--- src/rtl/mc_control_unit.sv ---
// Multi-cycle CPU control FSM: instruction sequencing, memory/multiplier wait timeout, halt/trap.
// Define MC_CU_MUL_EN to enable the multi-cycle mul path (EXR -> MULW -> WBA); otherwise mul traps.
module mc_control_unit #(
    parameter int OPC_W    = 6,
    parameter int ALUOP_W  = 3,
    parameter int WAIT_MAX = 15
) (
    input  logic               clk,
    input  logic               reset,
    input  logic [OPC_W-1:0]   opcode,
    input  logic               zero,
    input  logic               imem_ready,
    input  logic               dmem_ready,
    input  logic               mul_done,
    output logic               imem_req,
    output logic               ir_wre,
    output logic               pc_wre,
    output logic               reg_wre,
    output logic               alu_src_b,
    output logic               ext_sel,
    output logic               mem2reg,
    output logic               dmem_req,
    output logic               dmem_we,
    output logic               mul_start,
    output logic               halted,
    output logic               trap,
    output logic [1:0]         pc_src,
    output logic [1:0]         reg_dst,
    output logic [ALUOP_W-1:0] alu_op,
    output logic [3:0]         state
);

`ifdef MC_CU_MUL_EN
    localparam bit MUL_EN = 1'b1;
`else
    localparam bit MUL_EN = 1'b0;
`endif

    typedef enum logic [3:0] {
        S_IF = 4'd0, S_ID = 4'd1, S_EXR = 4'd2, S_EXB = 4'd3, S_EXM = 4'd4, S_MEM = 4'd5,
        S_WBA = 4'd6, S_WBL = 4'd7, S_HALT = 4'd8, S_TRAP = 4'd9, S_MULW = 4'd10
    } state_t;

    localparam logic [OPC_W-1:0] OP_ADD  = OPC_W'(6'b000000);
    localparam logic [OPC_W-1:0] OP_SUB  = OPC_W'(6'b000001);
    localparam logic [OPC_W-1:0] OP_ADDI = OPC_W'(6'b000010);
    localparam logic [OPC_W-1:0] OP_OR   = OPC_W'(6'b010000);
    localparam logic [OPC_W-1:0] OP_AND  = OPC_W'(6'b010001);
    localparam logic [OPC_W-1:0] OP_ORI  = OPC_W'(6'b010010);
    localparam logic [OPC_W-1:0] OP_SLL  = OPC_W'(6'b011000);
    localparam logic [OPC_W-1:0] OP_MOVE = OPC_W'(6'b100000);
    localparam logic [OPC_W-1:0] OP_SLT  = OPC_W'(6'b100111);
    localparam logic [OPC_W-1:0] OP_MUL  = OPC_W'(6'b101000);
    localparam logic [OPC_W-1:0] OP_SW   = OPC_W'(6'b110000);
    localparam logic [OPC_W-1:0] OP_LW   = OPC_W'(6'b110001);
    localparam logic [OPC_W-1:0] OP_BEQ  = OPC_W'(6'b110100);
    localparam logic [OPC_W-1:0] OP_J    = OPC_W'(6'b111000);
    localparam logic [OPC_W-1:0] OP_JR   = OPC_W'(6'b111001);
    localparam logic [OPC_W-1:0] OP_JAL  = OPC_W'(6'b111010);
    localparam logic [OPC_W-1:0] OP_HALT = OPC_W'(6'b111111);

    localparam logic [7:0] WAIT_LIM = 8'(WAIT_MAX);

    function automatic logic [ALUOP_W-1:0] alu_op_of(input logic [OPC_W-1:0] op);
        case (op)
            OP_SUB:         return ALUOP_W'(3'b001);
            OP_SLT:         return ALUOP_W'(3'b010);
            OP_SLL:         return ALUOP_W'(3'b100);
            OP_OR, OP_ORI:  return ALUOP_W'(3'b101);
            OP_AND:         return ALUOP_W'(3'b110);
            OP_MUL:         return ALUOP_W'(3'b111);
            default:        return ALUOP_W'(3'b000);
        endcase
    endfunction

    state_t     state_q, state_d, cur;
    logic [7:0] wait_q, wait_d;
    logic       is_imm, is_alu, is_sw, is_lw, is_mul, waiting, wait_hit;

    always_comb begin
        is_imm = (opcode == OP_ADDI) || (opcode == OP_ORI);
        is_alu = is_imm || (opcode == OP_ADD) || (opcode == OP_SUB) || (opcode == OP_OR) ||
                 (opcode == OP_AND) || (opcode == OP_SLL) || (opcode == OP_MOVE) ||
                 (opcode == OP_SLT);
        is_sw  = (opcode == OP_SW);
        is_lw  = (opcode == OP_LW);
        is_mul = (opcode == OP_MUL);
    end

    // The wait counter only advances while an access is outstanding; a state change restarts it.
    assign waiting  = (state_q == S_IF) || (state_q == S_MEM) || (state_q == S_MULW);
    assign wait_hit = (wait_q == WAIT_LIM);

    always_ff @(posedge clk) begin
        if (reset) begin
            state_q <= S_IF;
            wait_q  <= 8'd0;
        end else begin
            state_q <= state_d;
            wait_q  <= wait_d;
        end
    end

    always_comb begin
        state_d = state_q;
        case (state_q)
            S_IF:   if (imem_ready) state_d = S_ID; else if (wait_hit) state_d = S_TRAP;
            S_ID: begin
                if (is_alu || (MUL_EN && is_mul))                         state_d = S_EXR;
                else if (opcode == OP_BEQ)                                state_d = S_EXB;
                else if (is_sw || is_lw)                                  state_d = S_EXM;
                else if (opcode == OP_J || opcode == OP_JR || opcode == OP_JAL) state_d = S_IF;
                else if (opcode == OP_HALT)                               state_d = S_HALT;
                else                                                      state_d = S_TRAP;
            end
            S_EXR:  state_d = (MUL_EN && is_mul) ? S_MULW : S_WBA;
            S_EXB, S_WBA, S_WBL: state_d = S_IF;
            S_EXM:  state_d = S_MEM;
            S_MEM:  if (dmem_ready) state_d = is_sw ? S_IF : S_WBL; else if (wait_hit) state_d = S_TRAP;
            S_MULW: if (mul_done) state_d = S_WBA; else if (wait_hit) state_d = S_TRAP;
            S_HALT, S_TRAP: state_d = state_q;
            default: state_d = S_TRAP;
        endcase
        if (state_d != state_q) wait_d = 8'd0;
        else if (waiting)       wait_d = wait_q + 8'd1;
        else                    wait_d = wait_q;
    end

    // Outputs decode as IF while reset is held so an abandoned instruction writes nothing.
    assign cur   = reset ? S_IF : state_q;
    assign state = cur;

    always_comb begin
        imem_req  = 1'b0;  ir_wre   = 1'b0;  pc_wre   = 1'b0;  reg_wre = 1'b0;
        alu_src_b = 1'b0;  ext_sel  = 1'b0;  mem2reg  = 1'b0;  dmem_req = 1'b0;
        dmem_we   = 1'b0;  mul_start = 1'b0; halted   = 1'b0;  trap    = 1'b0;
        pc_src    = 2'b00; reg_dst  = 2'b00; alu_op   = '0;
        case (cur)
            S_IF: begin
                imem_req = 1'b1;
                ir_wre   = imem_ready;
            end
            S_ID: begin
                ext_sel = is_imm || is_sw || is_lw || (opcode == OP_BEQ);
                if (opcode == OP_J || opcode == OP_JAL) begin
                    pc_wre = 1'b1;
                    pc_src = 2'b11;
                end else if (opcode == OP_JR) begin
                    pc_wre = 1'b1;
                    pc_src = 2'b10;
                end
                reg_wre = (opcode == OP_JAL);
            end
            S_EXR: begin
                alu_op    = alu_op_of(opcode);
                alu_src_b = is_imm || (opcode == OP_SLL);
                mul_start = MUL_EN && is_mul;
            end
            S_WBA: begin
                reg_wre = 1'b1;
                pc_wre  = 1'b1;
                reg_dst = is_imm ? 2'b01 : 2'b10;
            end
            S_EXB: begin
                alu_op = ALUOP_W'(3'b001);
                pc_wre = 1'b1;
                pc_src = zero ? 2'b01 : 2'b00;
            end
            S_EXM: alu_src_b = 1'b1;
            S_MEM: begin
                dmem_req  = 1'b1;
                dmem_we   = is_sw;
                alu_src_b = 1'b1;
                pc_wre    = is_sw && dmem_ready;
            end
            S_WBL: begin
                mem2reg = 1'b1;
                reg_wre = 1'b1;
                reg_dst = 2'b01;
                pc_wre  = 1'b1;
            end
            S_MULW: alu_op = ALUOP_W'(3'b111);
            S_HALT: halted = 1'b1;
            S_TRAP: trap   = 1'b1;
            default: ;
        endcase
    end

endmodule

--- config.mk ---
export PLATFORM = sky130hd
export DESIGN_NAME = mc_control_unit
export DESIGN_NICKNAME = d
export VERILOG_FILES = /design/src/rtl/mc_control_unit.sv
export SDC_FILE = /design/constraint.sdc
export NUM_CORES = 1
export LEC_CHECK = 0
export CAP_MARGIN = 20
export CORE_MARGIN = 10
export CORE_UTILIZATION = 35
export DETAILED_ROUTE_END_ITERATION = 12
export SLEW_MARGIN = 5
export SYNTH_ARGS = -nofsm -noshare
export SYNTH_HDL_FRONTEND = slang
export SYNTH_SLANG_ARGS = --single-unit
--- constraint.sdc ---
create_clock -name clk -period 4.27 [get_ports clk]
set_input_delay 0.6405 -clock clk [delete_from_list [all_inputs] [get_ports clk]]
set_output_delay 0.6405 -clock clk [all_outputs]
set_load 0.005 [all_outputs]
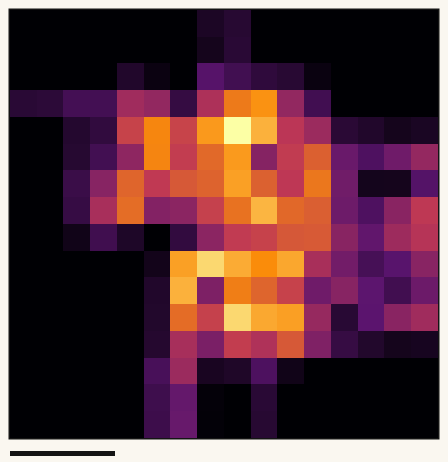
metal_density.png
Bar = 20 microns. The die is cut into 16 by 16 equal tiles; black is low, pale yellow is high, scaled to the fullest tile. Values are wire area over tile area, all layers added.
The densest ninth of the die: middle. The fullest tile reaches 0.48. The emptiest ninth of the die: bottom left. The mean over all tiles is 0.10.
via count: 1508
detailed-route wire length: 4250 microns
GRT Overall Usage: 12.4%

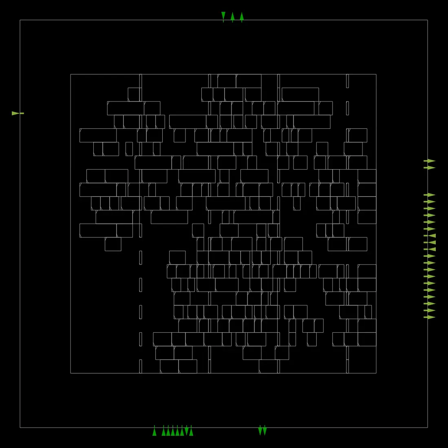
placement.png
fraction of area in registers: 13.8%
inserted tap cell count: 48
fillcell total: 382
post-route insts no fill: 265

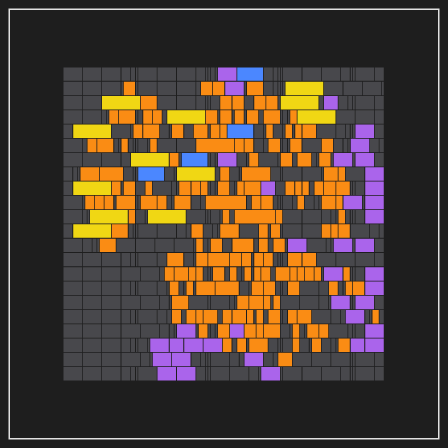
placement_by_type.png
Fill, decap, tap and diode cells in grey.
clock drivers and dummy loads: in blue, cells 4, share of their area 3.3%. remaining buffers and delay cells: in purple, cells 38, share of their area 22%. combinational and other logic: in orange, cells 163, share of their area 60%. sequential cells: in yellow, cells 12, share of their area 14%.
Non-Filler Cell Area, Final: 0.00174 sq mm
final core occ: 47.4%
Core Area: 0.00366 sq mm
standard-cell row count: 22

==> Changelog: implementation <==
## Implementation

- Path type of the worst min-delay path: reg2reg
- Final setup violation count: 0
- Proportion of synthesized flip-flops having asynchronous set or reset: 0%
- # clk buffers: 4
- Area of the mapped netlist: 0.00133 sq mm
- Synthesis warning total: 0
- Crit path launch type: input pin
- FF+latch area: 240 sq um
- Largest register FFs: 8
- Average detailed-routed wire length per instance: 16.0 microns
- Nets at Floorplan: 204
- Max Buffers Root-to-Sink: 2
- Number of buffers outside the clock class in the layout: 38
- Comb area share: 57.0%
- Die Span Y: 81.6 microns
- Tool warnings: 26
- Status: complete, no violations
- # resized after CTS: 0
- WP data required: 3.63 ns
- Core utilization at floorplan: 36.3%
- Met1 usage in global routing: 15.2%
- Setup CP Type: in2out
- Worst setup EP type: output port
- Grt peak-use layer: met2
- Most numerous logic cell after layout: clkdlybuf4s50_1
- CP max FO: 17
- GP Congestion: 0.866
- Post-synthesis instance total: 191
- Crit path time final: 3.65 ns
- Number of non-clock inverters: 6
- Count leader, synth: nor3_1
- Pre-antenna DRT Iters: 5
- Number of cells in the yosys synthesis report: 191
- Fraction of layout cells with a size suffix above 1: 8.76%
- Slew Limit Fails: 0
- RSZ-0062 raised after global routing: false
- Final clock-cell share: 3.17%
- Final Skew: 0.00496 ns
- Setup TNS after final layout: 0 ns
- Most common reg cell: dfxtp_1
- Fmax: 0.274 GHz
- Peak supply drop: 0.000200 V
- Insertion delay at the late pin of the worst-skew pair: 0.24 ns
- Register containing the most flip-flops in the final layout: wait_q
- DRT antenna net count: 0
- Synthesis area per yosys: 0.00133 sq mm
- Number of unique standard cell types used by synthesis: 53
- Footprint of the multi-input gates: 990 sq um
- Max-cap viol count: 0
- Number of antenna violations at the first check in global routing: 0
- Top-area cell type share of the netlist area: 18.1%
- Pre-CTS WS: 0.633 ns
- Power Density: 271 mW/mm^2
- Cell type with the highest aggregate area in the netlist: dfxtp_1
- Layout non-clock buf frac: 21.2%
- GRT overflow: 0
- DRC violation count after routing: 0
- CP arrival: 3.01 ns
- Met3 track demand over resource in global routing: 2.95%
- Clock tree from TritonCTS: built
- Final layout net count: 231
- Final Hold Vio Count: 0
- Io pins: 35
- Chip width: 81.6 microns
- Post-synth EDFFs: 0
- Vias/cell: 5.69
- Violation count after the first detailed-routing iteration: 299
- Number of global-route vias before repair: 1364
- Synth Area per Inst: 6.95 sq um
- Top Registers: wait_q (8), state_q (4)
- Global routing usage on met2: 20.9%
[routing by layer]
layer	part of all wire (%)	up-vias
met2	48	61
met3	8.3	6
met1	42	688
met5	0	-
met4	1.1	0
li1	-	753
[per-stage QoR]
| step | util, % | hold WS (ns) | area [sq um] |
|---|---|---|---|
| floorplan | - | 0.514 | 1330 |
| global placement | 45.9 | 0.530 | 1680 |
| detailed placement | 45.9 | 0.541 | 1680 |
| CTS | 47.4 | 0.553 | 1740 |
| global route | 47.4 | 0.600 | 1740 |
| finish | 47.4 | 0.553 | 1740 |
[worst max-delay path, cell delays in order]
cell	delay, ns
clkdlybuf4s50_1	0.68
nor2b_1	0.26
a22oi_1	0.10
or3_1	0.33
a21oi_1	0.17
nor3_1	0.07
nor3b_1	0.23
clkdlybuf4s50_1	0.53
[logic make-up (layout without fill, tap and decap cells)]
family / count (synthesis) / after routing / share of synthesized area, %
AND/OR/NAND/NOR: 110 / 110 / 47.4
AND-OR/OR-AND: 36 / 36 / 19.8
buffers and inverters: 22 / 48 / 7.35
flip-flops: 12 / 12 / 18.1
XOR/XNOR: 7 / 7 / 4.62
adder cells (fa/ha/maj): 2 / 2 / 1.70
other: 1 / 1 / 0.282
multiplexers: 1 / 1 / 0.754
[worst paths after layout]
path	start	endpoint	slack, ns	cells past startpoint
max reg2reg	state_q[3]$_SDFF_PP0_	wait_q[6]$_SDFFE_PP0P_	1.61	5
min	wait_q[1]$_SDFFE_PP0P_	wait_q[1]$_SDFFE_PP0P_	0.55	2
max	opcode[0]	alu_op[0]	0.62	8
min reg2reg	wait_q[1]$_SDFFE_PP0P_	wait_q[1]$_SDFFE_PP0P_	0.55	2
[report_power, final]
part           switching [mW]  internal (mW)  total [mW]
clock                  0.0438         0.0815       0.125
combinational           0.114         0.0910       0.205
sequential             0.0187          0.122       0.140
Power is estimated from default activity; no workload was simulated.
